port_trees.png
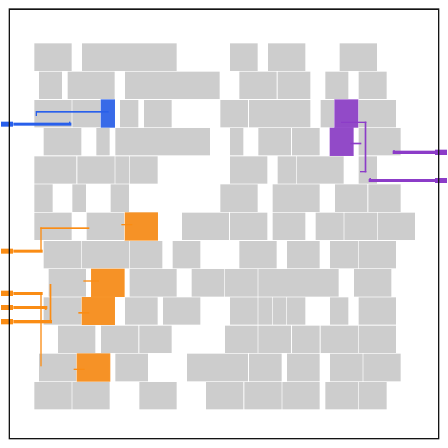
class_map.png
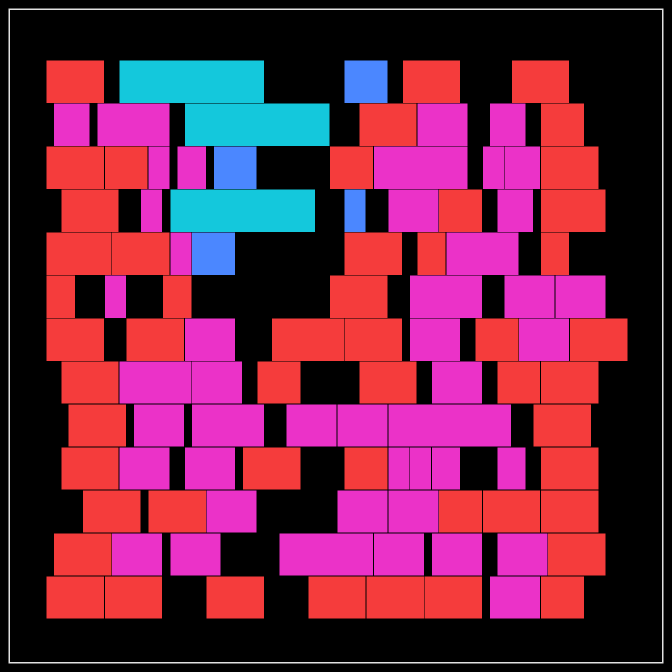
--- config.mk ---
export PLATFORM = sky130hd
export DESIGN_NAME = hazard_ctrl
export DESIGN_NICKNAME = d
export VERILOG_FILES = /design/src/rtl/hazard_pkg.sv /design/src/rtl/fwd_sel.sv /design/src/rtl/hazard_ctrl.sv
export SDC_FILE = /design/constraint.sdc
export NUM_CORES = 1
export LEC_CHECK = 0
export CORE_MARGIN = 2
export CORE_UTILIZATION = 30
export DETAILED_ROUTE_END_ITERATION = 12
export PLACE_DENSITY_LB_ADDON = 0.08
export SLEW_MARGIN = 10
export SYNTH_ARGS = -nofsm -noshare
export SYNTH_HDL_FRONTEND = slang
export SYNTH_SLANG_ARGS = --single-unit
export TNS_END_PERCENT = 30
--- constraint.sdc ---
create_clock -name clk -period 1.9 [get_ports clk]
set_clock_uncertainty 0.15 [all_clocks]
set_input_delay 0.19 -clock clk [delete_from_list [all_inputs] [get_ports clk]]
set_output_delay 0.19 -clock clk [all_outputs]
set_load 0.02 [all_outputs]
--- src/rtl/hazard_pkg.sv ---
// Shared types and encodings for the pipeline hazard controller.
package hazard_pkg;

  localparam int unsigned RegAddrW = 4;
  localparam int unsigned PerfCntW = 16;

  typedef logic [RegAddrW-1:0] reg_addr_t;
  typedef logic [1:0]          fwd_sel_t;

  localparam fwd_sel_t FWD_NONE = 2'b00;
  localparam fwd_sel_t FWD_WB   = 2'b01;
  localparam fwd_sel_t FWD_MEM  = 2'b10;

endpackage

--- src/rtl/fwd_sel.sv ---
// Operand forwarding select for one execute-stage source register.
module fwd_sel
  import hazard_pkg::*;
(
  input  reg_addr_t src,
  input  reg_addr_t dst_m,
  input  reg_addr_t dst_w,
  input  logic      we_m,
  input  logic      we_w,
  output fwd_sel_t  sel
);

  // Memory stage holds the younger result, so it wins on a double match.
  always_comb begin
    sel = FWD_NONE;
    if (we_m && (src == dst_m)) begin
      sel = FWD_MEM;
    end else if (we_w && (src == dst_w)) begin
      sel = FWD_WB;
    end
  end

endmodule

--- src/rtl/hazard_ctrl.sv ---
// Pipeline hazard unit: forwarding, load-use stall and PC-write tracking.
// Optional perf counters are built when HAZARD_PERF_CNT_EN is defined.
module hazard_ctrl
  import hazard_pkg::*;
(
  input  logic                clk,
  input  logic                reset,
  input  logic [RegAddrW-1:0] RA1D,
  input  logic [RegAddrW-1:0] RA2D,
  input  logic [RegAddrW-1:0] RA1E,
  input  logic [RegAddrW-1:0] RA2E,
  input  logic [RegAddrW-1:0] writeAdressE,
  input  logic [RegAddrW-1:0] writeAdressM,
  input  logic [RegAddrW-1:0] writeAdressW,
  input  logic                RegWM,
  input  logic                RegWW,
  input  logic                MemtoRegE,
  input  logic                PCSD,
  input  logic                branchTakenE,
`ifdef HAZARD_PERF_CNT_EN
  input  logic                perf_clr,
  output logic [PerfCntW-1:0] stall_cnt,
  output logic [PerfCntW-1:0] flush_cnt,
`endif
  output logic [1:0]          ForwardAE,
  output logic [1:0]          ForwardBE,
  output logic                StallF,
  output logic                StallD,
  output logic                FlushD,
  output logic                FlushE
);

  fwd_sel_t fwd_a, fwd_b;
  logic     ldr_stall, flush_e;
  logic     pcs_e_d, pcs_e_q, pcs_m_q, pcs_w_q;

  fwd_sel u_fwd_a (
    .src   (RA1E),
    .dst_m (writeAdressM),
    .dst_w (writeAdressW),
    .we_m  (RegWM),
    .we_w  (RegWW),
    .sel   (fwd_a)
  );

  fwd_sel u_fwd_b (
    .src   (RA2E),
    .dst_m (writeAdressM),
    .dst_w (writeAdressW),
    .we_m  (RegWM),
    .we_w  (RegWW),
    .sel   (fwd_b)
  );

  always_comb begin
    ldr_stall = MemtoRegE && ((RA1D == writeAdressE) || (RA2D == writeAdressE));
    flush_e   = ldr_stall || branchTakenE;
    // A flushed decode/execute register must not carry a PC write forward.
    pcs_e_d   = flush_e ? 1'b0 : PCSD;
  end

  always_ff @(posedge clk or negedge reset) begin
    if (!reset) begin
      pcs_e_q <= 1'b0;
      pcs_m_q <= 1'b0;
      pcs_w_q <= 1'b0;
    end else begin
      pcs_e_q <= pcs_e_d;
      pcs_m_q <= pcs_e_q;
      pcs_w_q <= pcs_m_q;
    end
  end

  always_comb begin
    ForwardAE = reset ? fwd_a : FWD_NONE;
    ForwardBE = reset ? fwd_b : FWD_NONE;
    StallF    = ldr_stall || PCSD || pcs_e_q || pcs_m_q;
    StallD    = ldr_stall;
    FlushD    = PCSD || pcs_e_q || pcs_m_q || pcs_w_q || branchTakenE;
    FlushE    = flush_e;
  end

`ifdef HAZARD_PERF_CNT_EN
  logic [PerfCntW-1:0] stall_cnt_d, stall_cnt_q;
  logic [PerfCntW-1:0] flush_cnt_d, flush_cnt_q;

  // Saturating counters; clear overrides any increment in the same cycle.
  always_comb begin
    stall_cnt_d = stall_cnt_q;
    flush_cnt_d = flush_cnt_q;
    if (perf_clr) begin
      stall_cnt_d = '0;
      flush_cnt_d = '0;
    end else begin
      if (ldr_stall && (stall_cnt_q != '1)) stall_cnt_d = stall_cnt_q + 1'b1;
      if (flush_e && (flush_cnt_q != '1))   flush_cnt_d = flush_cnt_q + 1'b1;
    end
  end

  always_ff @(posedge clk or negedge reset) begin
    if (!reset) begin
      stall_cnt_q <= '0;
      flush_cnt_q <= '0;
    end else begin
      stall_cnt_q <= stall_cnt_d;
      flush_cnt_q <= flush_cnt_d;
    end
  end

  assign stall_cnt = stall_cnt_q;
  assign flush_cnt = flush_cnt_q;
`endif

endmodule

==> impl_metrics.py <==
# Flow results
metrics = {
    "synthesis": {
        "simple_gate_share_pct": 28.53,
        "synth.avg_cell_area_sq_um": 8.680,
        "compound_area_share_pct": 2.102,
        "fp_nets": 83,
        "xor_area_share_pct": 50.45,
        "ys.flops": 3,
        "fa_ha_area_share_pct": 0,
        "syn_inst": 48,
        "yosys_cells": 48,
        "syn_area_sq_um": 416.7,
        "synth_chip_area_sq_um": 416.6,
        "yosysSeqAreaShare_pct": 18.02,
    },
    "sta": {
        "setup_viol": 1,
        "worstMarginPinSlew_ns": 0.2553,
        "rsz0062_at_grt": "yes",
        "hold_violations": 0,
        "layout_setup_ws_ns": -0.01412,
        "fin_crit_ns": 1.914,
        "maxSlewHeadroom_pct": 82.92,
    },
    "finish": {
        "fillers": 103,
        "nets": 139,
        "mostFrequentLayoutCell": "clkdlybuf4s50_1",
        "drive_gt1_share_pct": 28.16,
        "num_antenna_cells": 0,
        "lay_top_cells": "34 x clkdlybuf4s50_1, 14 x xor2_1, 10 x buf_4, 8 x xnor2_1, 5 x nand2_1",
        "syn_to_final_growth_pct": 133.9,
    },
    "global_routing": {
        "gr-total-overflow": 0,
        "grt_max_degree": 6,
        "track_usage_pct": 16.24,
        "grt_pass1_vias": 469,
        "grt_pass1_wl_um": 1766,
        "antenna_found_initial": 0,
    },
    "floorplan": {
        "fp.dieW_um": 41.27,
        "die_area_sq_um": 1703,
    },
    "setup_path": {
        "critPathKind": "in2out",
        "crit_chain": "clkdlybuf4s50_1, xor2_1, nor4_2, and2_1, clkdlybuf4s15_2",
        "cp-start-kind": "input port",
        "slowest_delay_ns": 0.48,
        "crit_family": "buffers and inverters",
        "critPathMaxFanout": 2,
        "endpoint_kind": "primary output",
        "critPathBufInv": 2,
    },
    "routing": {
        "wl_um": 1439,
        "routedWlPerCell_um": 12.19,
        "via_count": 544,
        "dr.first_iter.drc_count": 0,
        "drc": 0,
        "viasPerCell": 4.610,
    },
    "power_and_ir_drop": {
        "vdd_drop_max_v": 0.0002674,
        "p_leak_nw": 0.4066,
        "powerDensity_nw_per_um2": 386.7,
    },
    "clock_network": {
        "cts-hold-fix-buffers": 0,
        "clock_tree.root_cell": "clkbuf_4",
        "cts_max_path_buffers": 2,
        "clk_latency_ns": 0.23,
        "h-tree-depth": 1,
        "cts_tree": "yes",
        "numCtsBuffers": 3,
        "clk_pin_slew_ns": 0.04,
    },
    "job": {
        "cap_violations": 0,
        "warning_count": 28,
    },
    "placed_design": {
        "dp_hpwl_um": 1134,
        "post-place-cells": 114,
        "gp_congestion": 0.6248,
        "pre_cts_ws_ns": -0.4304,
    },
    "run_status": {
        "violations": "setup timing",
        "status": "finished with violations",
    },
}
Notes on port_trees.png above:
`ForwardBE` -> purple  # bits 2, direction output, end cells 2, buffers 2, wire 18.9 um
`FlushD` -> blue  # bits 1, direction output, end cells 1, buffers 1, wire 12.7 um
`RA2D` -> orange  # bits 4, direction input, end cells 4, buffers 4, wire 33.2 um
number of I/O port buffers: 42
Ports: 43

Notes on class_map.png above:
remaining buffers and delay cells -> red  # cells 51, share of their area 49%
clock drivers and dummy loads -> blue  # cells 4, share of their area 2.7%
registers -> cyan  # cells 3, share of their area 7.9%
remaining logic cells -> magenta  # cells 45, share of their area 40%
core area: 1301 sq um
Finished Core Util: 74.90%
row cnt: 13
Seq area share: 7.702%

==> logic make-up after synthesis <==
| group | Yosys count |
|---|---|
| xor gates and xnor gates | 24 |
| and+or+nand+nor | 19 |
| DFF | 3 |
| AOI/OAI and AO/OA | 1 |
| buffers and inverters | 1 |
==> metrics by stage <==
step	utilization, %	total power [mW]	setup TNS (ns)
3_5_place_dp	70.96	0.2571	-2.516
6_report	74.90	0.3769	-0.01412
4_1_cts	73.65	0.3759	-0.01645
2_1_floorplan	-	0.1350	0
5_1_grt	74.90	0.4027	-0.1922
3_3_place_gp	70.96	0.2557	-2.414
==> timing repair <==
action,in CTS,in global routing
pin swaps,1,2
buffers inserted,0,0
gates resized,27,9
setup endpoints to repair,7,5
==> power by group <==
group	leakage, nW	switching (mW)	internal (mW)
clock	0.0150	0.0342	0.0788
sequential	0.0389	0.00178	0.0681
combinational	0.353	0.0780	0.116
total	0.407	0.114	0.263
==> flip-flops by register name, indices dropped and copies added, names as in the netlist <==
| register | cells |
|---|---|
| pcs_w_q | 1 |
| pcs_m_q | 1 |
| pcs_e_q | 1 |
==> cell type report <==
type | instances | area [sq um] | share of cell area [%]
Clock buffer | 4 | 26.28 | 2.696
Multi-Input combinational cell | 44 | 380.4 | 39.02
Inverter | 1 | 3.754 | 0.3851
Tap cell | 15 | 18.77 | 1.926
Timing Repair Buffer | 51 | 470.5 | 48.27
Sequential cell | 3 | 75.07 | 7.702
==> final timing paths <==
| kind | startpoint | endpoint | slack [ns] | depth (start not counted) |
|---|---|---|---|---|
| max in group asynchronous | reset | pcs_m_q | 1.39 | 2 |
| min in group clk | pcs_e_q | pcs_m_q | 0.22 | 0 |
| min reg2reg | pcs_e_q | pcs_m_q | 0.22 | 0 |
| max reg2reg | pcs_m_q | pcs_w_q | 1.26 | 0 |
| max | writeAdressM[3] | ForwardBE[1] | -0.01 | 5 |
| min | reset | pcs_w_q | 0.10 | 2 |
==> routing by layer <==
metal / global-route usage (%) / up-vias / routed length (um)
li1: - / 274 / -
met1: 16.40 / 233 / 498
met2: 30.08 / 37 / 707
met3: 8.152 / 0 / 233
met4: 2.419 / 0 / 0
met5: 0 / - / 0
==> Yosys cell counts <==
library cell | instances | share of area, %
nor3_1 | 1 | 1.2
inv_2 | 1 | 0.90
nand2b_1 | 1 | 1.5
o21ai_2 | 1 | 2.1
and2_1 | 2 | 3.0
nand3_1 | 2 | 2.4
xnor2_1 | 8 | 17
nor2_1 | 1 | 0.90
nor3b_2 | 1 | 3.0
nor4_2 | 2 | 6.0
nand2_1 | 5 | 4.5
xor2_1 | 16 | 34
nor4_1 | 4 | 6.0
dfrtp_1 | 3 | 18
No activity file was given, so power comes from the tool's default toggle rates.
